`config.mk`:
```
export PLATFORM = sky130hd
export DESIGN_NAME = suu_pipe_ctrl
export DESIGN_NICKNAME = d
export VERILOG_FILES = /design/src/rtl/suu_pipe_ctrl_pkg.sv /design/src/rtl/suu_div_seq.sv /design/src/rtl/suu_pipe_ctrl.sv
export SDC_FILE = /design/constraint.sdc
export NUM_CORES = 1
export LEC_CHECK = 0
export CAP_MARGIN = 25
export CORE_MARGIN = 4
export CORE_UTILIZATION = 30
export DETAILED_ROUTE_END_ITERATION = 7
export PLACE_DENSITY_LB_ADDON = 0.08
export SLEW_MARGIN = 20
export SYNTH_ARGS = -nofsm -noshare
export SYNTH_HDL_FRONTEND = slang
export SYNTH_SLANG_ARGS = --single-unit
```
`constraint.sdc`:
```
create_clock -name clk -period 2.3 [get_ports clk]
set_clock_uncertainty 0.1 [all_clocks]
set_input_delay 0.23 -clock clk [delete_from_list [all_inputs] [get_ports clk]]
set_output_delay 0.23 -clock clk [all_outputs]
set_load 0.005 [all_outputs]
```
`src/rtl/suu_pipe_ctrl_pkg.sv`:
```
// Shared definitions for the pipeline stall/flush controller:
// hold-vector encodings, stage bit positions and divide-sequencer states.
package suu_pipe_ctrl_pkg;

    localparam int STG_PC  = 0;
    localparam int STG_IF  = 1;
    localparam int STG_ID  = 2;
    localparam int STG_EX  = 3;
    localparam int STG_MEM = 4;
    localparam int STG_WB  = 5;

    // Each encoding holds a contiguous run of stages starting at the PC.
    localparam logic [5:0] STALL_NONE = 6'b000000;
    localparam logic [5:0] STALL_ID   = 6'b000111;
    localparam logic [5:0] STALL_EX   = 6'b001111;
    localparam logic [5:0] STALL_MEM  = 6'b011111;

    typedef enum logic [1:0] {
        ST_IDLE     = 2'b00,
        ST_DIV_RUN  = 2'b01,
        ST_DIV_DONE = 2'b10
    } div_state_e;

endpackage

```
`src/rtl/suu_div_seq.sv`:
```
// Iterative-divider sequencer: issues the start pulse, counts the divide
// latency, presents done until EX is free to capture, and annuls on flush.
module suu_div_seq
    import suu_pipe_ctrl_pkg::*;
#(
    parameter int DIV_CYCLES = 32,
    parameter int CNT_W      = 6
) (
    input  logic       clk,
    input  logic       rst,
    input  logic       div_req,
    input  logic       flush_req,
    input  logic       hold_ex,
    output div_state_e state,
    output logic       div_start,
    output logic       div_annul,
    output logic       div_done,
    output logic       div_busy
);

    div_state_e             state_r;
    div_state_e             state_nxt_s;
    logic [CNT_W-1:0]       cnt_r;
    logic [CNT_W-1:0]       cnt_nxt_s;

    // State and counter register with synchronous reset.
    always_ff @(posedge clk) begin
        if (rst) begin
            state_r <= ST_IDLE;
            cnt_r   <= {CNT_W{1'b0}};
        end else begin
            state_r <= state_nxt_s;
            cnt_r   <= cnt_nxt_s;
        end
    end

    // Next-state and counter update; a flush overrides every transition.
    always_comb begin
        state_nxt_s = state_r;
        cnt_nxt_s   = cnt_r;
        if (flush_req) begin
            state_nxt_s = ST_IDLE;
            cnt_nxt_s   = {CNT_W{1'b0}};
        end else begin
            case (state_r)
                ST_IDLE: begin
                    if (div_req) begin
                        state_nxt_s = ST_DIV_RUN;
                        cnt_nxt_s   = CNT_W'(DIV_CYCLES - 1);
                    end else begin
                        state_nxt_s = ST_IDLE;
                    end
                end
                ST_DIV_RUN: begin
                    if (cnt_r == {CNT_W{1'b0}}) begin
                        state_nxt_s = ST_DIV_DONE;
                    end else begin
                        cnt_nxt_s = cnt_r - CNT_W'(1);
                    end
                end
                ST_DIV_DONE: begin
                    // Stay put while EX is held so the finished divide is not reissued.
                    if (hold_ex) begin
                        state_nxt_s = ST_DIV_DONE;
                    end else begin
                        state_nxt_s = ST_IDLE;
                    end
                end
                default: begin
                    state_nxt_s = ST_IDLE;
                    cnt_nxt_s   = {CNT_W{1'b0}};
                end
            endcase
        end
    end

    assign state     = state_r;
    assign div_start = (state_r == ST_IDLE) && div_req && !flush_req && !rst;
    assign div_annul = (state_r != ST_IDLE) && flush_req && !rst;
    assign div_done  = (state_r == ST_DIV_DONE) && !rst;
    assign div_busy  = (state_r == ST_DIV_RUN) && !rst;

endmodule

```
`src/rtl/suu_pipe_ctrl.sv`:
```
// Pipeline stall/flush controller: priority mux of flush, MEM, EX and ID
// hazards around the divide sequencer, producing the per-stage hold vector.
module suu_pipe_ctrl
    import suu_pipe_ctrl_pkg::*;
#(
    parameter int DIV_CYCLES = 32,
    parameter int CNT_W      = 6
) (
    input  logic       clk,
    input  logic       rst,
    input  logic       id_stall_req,
    input  logic       ex_div_req,
    input  logic       mem_stall_req,
    input  logic       exc_flush_req,
    output logic [5:0] stall,
    output logic       flush,
    output logic       div_start,
    output logic       div_annul,
    output logic       div_done,
    output logic       div_busy
);

    div_state_e  div_state_s;
    logic        ex_stall_s;
    logic [5:0]  stall_s;
    logic        flush_s;

    suu_div_seq #(
        .DIV_CYCLES (DIV_CYCLES),
        .CNT_W      (CNT_W)
    ) u_div_seq (
        .clk       (clk),
        .rst       (rst),
        .div_req   (ex_div_req),
        .flush_req (exc_flush_req),
        .hold_ex   (stall_s[STG_EX]),
        .state     (div_state_s),
        .div_start (div_start),
        .div_annul (div_annul),
        .div_done  (div_done),
        .div_busy  (div_busy)
    );

    // A running divide holds EX only outside reset; a new request holds it immediately.
    assign ex_stall_s = ((div_state_s == ST_IDLE) && ex_div_req) ||
                        ((div_state_s == ST_DIV_RUN) && !rst);

    // Hazard priority: flush, then MEM, then EX, then ID.
    always_comb begin
        stall_s = STALL_NONE;
        flush_s = 1'b0;
        if (exc_flush_req) begin
            flush_s = 1'b1;
            stall_s = STALL_NONE;
        end else if (mem_stall_req) begin
            stall_s = STALL_MEM;
        end else if (ex_stall_s) begin
            stall_s = STALL_EX;
        end else if (id_stall_req) begin
            stall_s = STALL_ID;
        end else begin
            stall_s = STALL_NONE;
        end
    end

    assign stall = stall_s;
    assign flush = flush_s;

endmodule

```
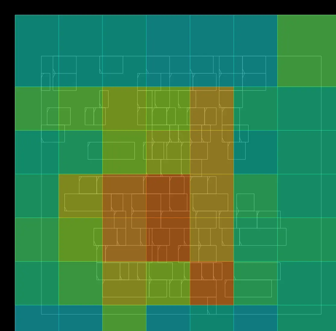
**Above:** run 1 (routing congestion).
GRT Total Usage: 0.122
M1 GR Usage: 0.162
GR Layer Usage met2: 0.176
global route hottest layer: met2
met3 usage: 0.0513

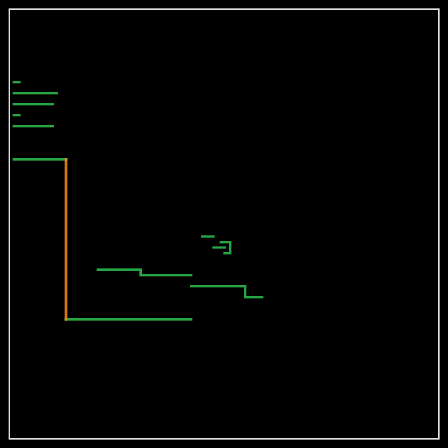
**Above:** run 1 (wiring by layer).
Only two layers are drawn.
legend:
  met3:
    colour: green
    wire_length: 66.4 µm
  met4:
    colour: orange
    wire_length: 19.7 µm

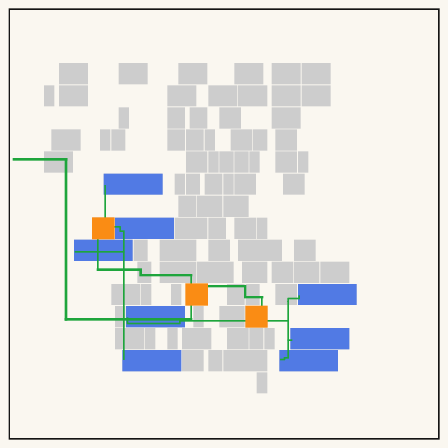
**Above:** run 1 (clock distribution).
legend:
  flip-flops:
    colour: blue
    count: 8
  cells driving clock nets:
    colour: orange
    count: 3
  clock wires:
    colour: green
    length: 139 µm
routed clock nets: 4

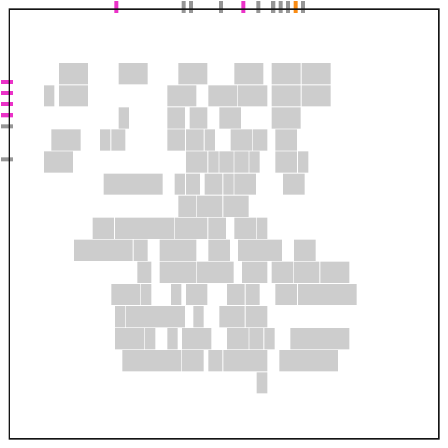
**Above:** run 1 (I/O pins on the die edge).
Pins as bars across the die edge, other pins in grey.
legend:
  div_busy:
    colour: orange
    pins: 1
    direction: output
    edge: top
  stall:
    colour: magenta
    pins: 6
    direction: output
    edge: 4 left, 2 top
all pins by edge: 11 top, 6 left

[run 1: stage by stage]
step                std cells   util  setup slack [ps]  hold WS (ps)  power (µW)
CTS                       116  0.444               206           390         368
global placement          113  0.431               240           376         261
global route              116  0.444              81.0           428         389
floorplan                  74      -               777           331         219
detailed placement        113  0.431               215           377         259
finish                    116  0.444               233           387         363
[run 1: cell usage after synthesis (all sizes together)]
master | number | area share
ha | 2 | 0.042
dfxtp | 8 | 0.27
nor3 | 5 | 0.050
a31oi | 1 | 0.010
or3b | 1 | 0.015
and2b | 1 | 0.013
and3 | 1 | 0.010
and3b | 1 | 0.015
o2bb2ai | 1 | 0.025
or4b | 1 | 0.017
nor2b | 1 | 0.010
conb | 1 | 0.0062
buf | 7 | 0.083
nor2 | 4 | 0.025
nand4 | 1 | 0.010
a2111o | 1 | 0.019
a211oi | 2 | 0.025
o221ai | 1 | 0.015
a32oi | 1 | 0.015
inv | 7 | 0.044
o211ai | 2 | 0.025
clkinv | 1 | 0.0062
xnor2 | 1 | 0.015
or3 | 1 | 0.010
nand2 | 5 | 0.031
a21oi | 5 | 0.042
and4bb | 1 | 0.021
o31ai | 1 | 0.013
a2111oi | 1 | 0.025
or2 | 2 | 0.021
nor3b | 2 | 0.025
mux2i | 2 | 0.033
nand2b | 1 | 0.010
nand3 | 1 | 0.0083
[run 1: worst max-delay path, stage by stage]
cell	delay (ps)
clkdlybuf4s50_1	420
or2_2	270
a31oi_1	220
a21oi_1	130
clkdlybuf4s50_1	460
[run 1: state kept, by name (all words and copies together) (netlist names)]
name,cells
u_div_seq.state,2
u_div_seq.cnt_r,6
[run 1: placed cells by master, fill, tap and decap left out, types with 3 or more instances in the layout]
master,netlist,final
nor3_1,4,4
a21oi_1,5,5
inv_1,7,7
clkbuf_4,0,3
nor2_1,4,4
buf_4,6,6
clkdlybuf4s50_1,0,15
nand2_1,5,5
dfxtp_1,8,8
[run 1: power breakdown]
part           internal (µW)  total [µW]  switching [µW]
sequential               146         155            9.02
combinational           54.1         101            47.0
clock                   59.6         106            46.6
[run 1: cell type report]
cell class / count / area share
timing repair buffer: 21 / 0.244
tap: 25 / 0.0391
clock buffer: 3 / 0.0282
multi-input combinational: 51 / 0.451
sequential: 8 / 0.200
inverter: 8 / 0.0376
[run 1: worst max-delay path by stage]
stage,cells after the start,startpoint,endpoint
finish,5,ex_div_req,stall[2]
global route,4,u_div_seq.state[0]$_SDFFE_PP0P_,stall[2]
CTS,4,u_div_seq.state[0]$_SDFFE_PP0P_,stall[0]
detailed placement,5,ex_div_req,stall[0]
global placement,5,ex_div_req,stall[1]
floorplan,5,u_div_seq.state[0]$_SDFFE_PP0P_,stall[1]
[run 1: cells by family (layout without fill, tap and decap cells)]
kind of cell	after synthesis	in the layout	share of synthesized area
AND-OR/OR-AND	16	16	0.212
buffers and inverters	15	32	0.133
flip-flops	8	8	0.267
multiplexers	2	2	0.0333
XOR/XNOR	1	1	0.0146
other	1	1	0.00624
adder cells (fa/ha/maj)	2	2	0.0417
AND/OR/NAND/NOR	29	29	0.292
[run 1: routing by layer]
metal  share of wire  vias to the layer above
li1                -                      296
met1            0.47                      263
met2            0.47                       16
met3           0.046                        2
met4           0.013                        0
met5               0                        -
==> results.yml, run 1 <==
# yosys + openroad results
logic_synthesis:
  synth.yosys.num_cells: 74
  yosys_register_bits: 8
  post_synth_num_cell_types: 36
  seq_area_frac_synth: 0.267
  yosysWarnings: 0
  synth_area_per_cell_um2: 8.12
  syn_inst: 74
  netlist_area_before_placement_um2: 601
  floorplan.nets: 82
  synth-area-yosys_um2: 601
floorplan:
  die_x_um: 52.7
  core.rowCount: 15
  die_area_mm2: 0.00278
  fp-utilization: 0.333
  placeableCoreArea_mm2: 0.00180
  pin_count: 17
  dieHeight_um: 52.7
layout:
  fin_nets: 101
  n_fill_cell: 189
  seq_area_um2: 160
  layout-area-overhead-vs-synth_pct: 33.1
  fin_area_um2: 800
  layout-drive-gt1-share: 0.154
  antenna-diode-count: 0
  multi_input_comb_area_um2: 360
detailed_routing:
  route.detailed.vias_per_inst: 4.97
  post-route-drc-count: 0
  drt_pass1_iterations: 4
  drt_wl_total_mm: 1.43
  detail_route.iter0.violations: 5
  number_of_routed_nets_with_antenna_violations: 0
  dr_total_vias: 577
  routedWlPerCell_um: 12.3
timing:
  report.final.setup_viol: 0
  final-hold-violation-count: 0
  finalWorstPathRequiredPeriod_ps: 2070
  slew_violations: 0
  finalCritPeriodShare: 0.899
  setup_repair_after_global_routing_missed_its_margin: "false"
  setup_tns_ps: 0
  max_freq_mhz: 484
placed_design:
  placed_area_um2: 777
  hpwlAfterDp_mm: 1.14
  placement.io_buffers: 15
  finalWeightedCongestion: 0.760
clock_network:
  clk_root_buffer_cell: "clkbuf_4"
  cts_tree: "built"
  numCtsBuffers: 3
  clkTransAtPathRegs_ps: 50
  cts.sinks: 8
  htree_levels: 1
  hold_buffers: 0
  cts_resized: 0
  clock_insertion_delay_worst_skew_ps: 250
  cts_post_setup_buffers_inserted: 0
  max-clock-path-buffers: 2
critical_path:
  worst_ep_required_time_ps: 1970
  worst_setup_path_start_kind: "primary input"
  worst_setup_path_end_kind: "output port"
  reg2reg_from: "u_div_seq.cnt_r[0]$_SDFFE_PP0P_"
  worst-r2r-setup-slack_ps: 670
  crit_arrival_ps: 1740
  timing.reg2reg.worst_path_depth: 5
  reg2reg_to: "u_div_seq.cnt_r[3]$_SDFFE_PP0P_"
  critPathMaxFanout: 3
  criticalPathCategory: "primary input to output port"
hold_path:
  hold_path.startpoint: "u_div_seq.cnt_r[1]$_SDFFE_PP0P_"
  timing.hold.worst_path_depth: 2
  hold-path-endpoint: "u_div_seq.cnt_r[1]$_SDFFE_PP0P_"
  holdCritPathClass: "flop to flop"
power_and_ir_drop:
  total_leakage_power_uw: 0.000295
  pwr_density_mw_per_mm2: 453
  worst_ir_drop_vdd_uv: 315
run:
  max_cap_viol_count: 0
  stage_log_warnings: 27
global_route:
  grt_max_degree: 9
  grt_overflow: 0
  grt_antenna_before_repair: 0
  global_route_wire_length_before_repair_mm: 2.48
  via_count_of_the_first_global_routing_pass: 554
status:
  run_status: "complete, no violations"
==> run 1 -> run 2 <==
Clock period 2.3 ns to 2.35 ns, I/O delays scaled along.
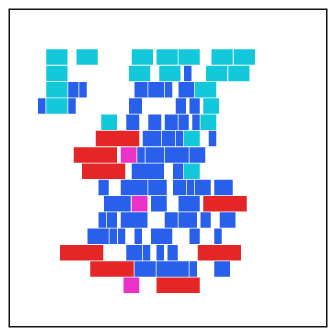
**Above:** run 2 (cells coloured by class).
legend:
  cells driving clock nets:
    colour: magenta
    cells: 3
    share_of_their_area: 3.0%
  other buffers and delay cells:
    colour: cyan
    cells: 20
    share_of_their_area: 25%
  all other logic:
    colour: blue
    cells: 59
    share_of_their_area: 51%
  flops:
    colour: red
    cells: 8
    share_of_their_area: 21%

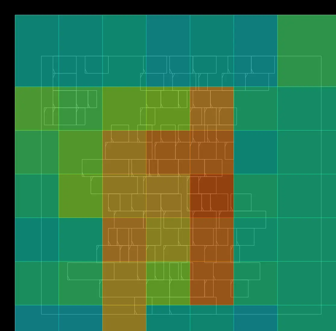
**Above:** run 2 (routing congestion).
final design utilization: 0.440
GR Layer Usage met2: 0.155

==> run 2 against run 1 <==
Effect of this change:
- count of clock-buffer cells in the layout did not move
- synthesized cell count unchanged
- area after synthesis did not move
- sequential power hardly changed
- largest cell class unchanged
- setup slack got worse by 56 ps
- first-iteration DRC count rose by 120%
==> results.yml, run 2 <==
# yosys + openroad results
critical_path:
  crit_path_max_incr_delay_ps: 540
  critical_path.cell_chain: "or2_2, a31oi_1, a21oi_1, clkdlybuf4s50_1"
  criticalPathCategory: "flop to output port"
  worst_setup_path_end_kind: "output port"
  cp_slowest_cell: "dfxtp_1"
  worst-r2r-setup-slack_ps: 720
  worst_ep_required_time_ps: 2020
  critPathMaxFanout: 11
  worst_setup_path_start_kind: "flop"
  crit_arrival_ps: 1840
logic_synthesis:
  floorplan.nets: 82
  synth_area_per_cell_um2: 8.12
  synthDominantAreaCellType: "dfxtp_1"
  synth.top_cell.area_share: 0.267
  synth-area-yosys_um2: 601
  post_synth_num_cell_types: 36
  seq_area_frac_synth: 0.267
  async_reset_ff_frac: 0
  post-synth-top-count-cell: "dfxtp_1"
  syn_inst: 74
  number_of_flops_mapped_to_enable_cells_by_yosys: 0
  top_cells_by_area_synth: "dfxtp_1 27%, buf_4 7.5%, inv_1 4.4%"
  netlist_area_before_placement_um2: 601
  flop_cell: "dfxtp_1"
  yosys_register_bits: 8
  synth.yosys.num_cells: 74
  top_cells_by_instance_count_after_synthesis: "8 x dfxtp_1, 7 x inv_1, 6 x buf_4, 5 x a21oi_1, 5 x nand2_1"
clock_network:
  cts_resized: 0
  cts_tree: "built"
  clkTransAtPathRegs_ps: 60
  cts.sinks: 8
  htree_levels: 1
  max-clock-path-buffers: 2
  numCtsBuffers: 3
  hold_buffers: 0
  cts_post_setup_buffers_inserted: 0
  clock_insertion_delay_worst_skew_ps: 250
detailed_routing:
  post-route-drc-count: 0
  detail_route.iter0.violations: 11
  dr_total_vias: 582
  drt_pass1_iterations: 4
  routedWlPerCell_um: 11.9
  route.detailed.vias_per_inst: 5.06
  drt_wl_total_mm: 1.37
  number_of_routed_nets_with_antenna_violations: 0
timing:
  final.setup.worst_slack_ps: 177
  report.final.setup_viol: 0
  slew_violations: 0
  max_freq_mhz: 460
  finalWorstPathRequiredPeriod_ps: 2170
  setup_repair_after_global_routing_missed_its_margin: "false"
  final-hold-violation-count: 0
  setup_tns_ps: 0
  finalCritPeriodShare: 0.925
layout:
  fin_nets: 100
  antenna-diode-count: 0
  layout-area-overhead-vs-synth_pct: 31.9
  largest_register: "u_div_seq.cnt_r"
  final_cell_count_no_fill: 115
  largest_register_ff_count: 6
  final_cell_mix: "15 x clkdlybuf4s50_1, 8 x dfxtp_1, 7 x inv_1"
  layout.cells.most_common: "clkdlybuf4s50_1"
  layout-drive-gt1-share: 0.144
global_route:
  grt_antenna_before_repair: 0
  grt_overflow: 0
  global_route_wire_length_before_repair_mm: 2.33
  grt_total_usage: 0.117
  grt_max_degree: 12
  via_count_of_the_first_global_routing_pass: 530
placed_design:
  preCtsSetupSlack_ps: 273
  finalWeightedCongestion: 0.772
  hpwlAfterDp_mm: 1.07
  place.detailed.instances: 112
  placement.io_buffers: 15
floorplan:
  die_x_um: 52.7
  core.rowCount: 15
  placeableCoreArea_mm2: 0.00180
  pin_count: 17
  die_area_mm2: 0.00278
  fp-utilization: 0.333
  dieHeight_um: 52.7
run:
  stage_log_warnings: 27
  max_cap_viol_count: 0
hold_path:
  holdCritPathClass: "flop to flop"
status:
  run_status: "complete, no violations"
power_and_ir_drop:
  total_power_uw: 355
  worst_ir_drop_vdd_uv: 242
  pwr_density_mw_per_mm2: 448
  total_leakage_power_uw: 0.000290
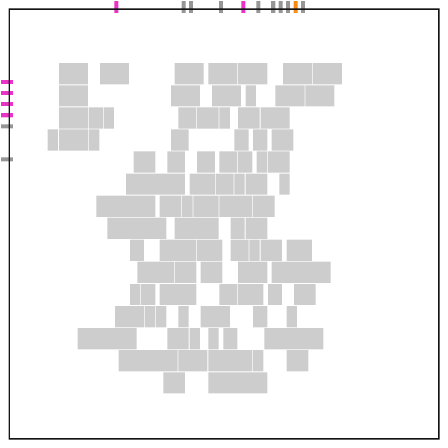
**Above:** run 2 (I/O pins on the die edge).
Pins as bars across the die edge, other pins in grey.
legend:
  div_busy:
    colour: orange
    pins: 1
    direction: output
    edge: top
  stall:
    colour: magenta
    pins: 6
    direction: output
    edge: 4 left, 2 top

-- run 2: cell counts after synthesis --
Identical to the previous run, type by type.
-- run 2: worst max-delay path, delay by kind of cell (launching register included) --
kind,cells,cell delay [ps]
flops,1,540
buf+inv,1,540
compound gates,2,330
simple gates,1,180
-- run 2: final cells by class --
cell class,count,area [µm²]
fill,192,1010
clock buffer,3,22.5
timing repair buffer,20,188
inverter,8,30.0
tap,25,31.3
sequential,8,160
multi-input combinational,51,360
-- run 2: worst paths after layout --
path,start,endpoint,depth (start not counted)
worst max register to register,u_div_seq.cnt_r[0]$_SDFFE_PP0P_,u_div_seq.cnt_r[3]$_SDFFE_PP0P_,5
worst min register to register,u_div_seq.cnt_r[1]$_SDFFE_PP0P_,u_div_seq.cnt_r[1]$_SDFFE_PP0P_,2
worst min-delay path,u_div_seq.cnt_r[1]$_SDFFE_PP0P_,u_div_seq.cnt_r[1]$_SDFFE_PP0P_,2
worst max-delay path,u_div_seq.state[0]$_SDFFE_PP0P_,stall[2],4
-- run 2: metal layers --
metal | track usage | vias to the layer above | wire (µm)
met5 | 0 | - | 0
met4 | 0.0851 | 0 | 25
met3 | 0.0342 | 4 | 39
met2 | 0.155 | 8 | 621
met1 | 0.156 | 276 | 678
li1 | - | 294 | -
-- run 2: power by group --
part           switching [µW]  internal, µW
Clock                    47.5          58.5
Sequential               9.86           143
Combinational            44.2          51.8
-- run 2: cell families after synthesis --
group	after synthesis	synth area share
flip-flops	8	0.267
buffers and inverters	15	0.133
AND/OR/NAND/NOR	29	0.292
AND-OR/OR-AND	16	0.212
multiplexers	2	0.0333
adder cells (fa/ha/maj)	2	0.0417
other	1	0.00624
XOR/XNOR	1	0.0146
-- run 2: through the flow --
| step | cell area (µm²) | utilization |
|---|---|---|
| after CTS | 792 | 0.440 |
| after global placement | 769 | 0.427 |
| final | 792 | 0.440 |
| after global routing | 792 | 0.440 |
| after floorplan | 601 | - |
| after detailed placement | 769 | 0.427 |
No activity file was given, so power comes from the tool's default toggle rates.
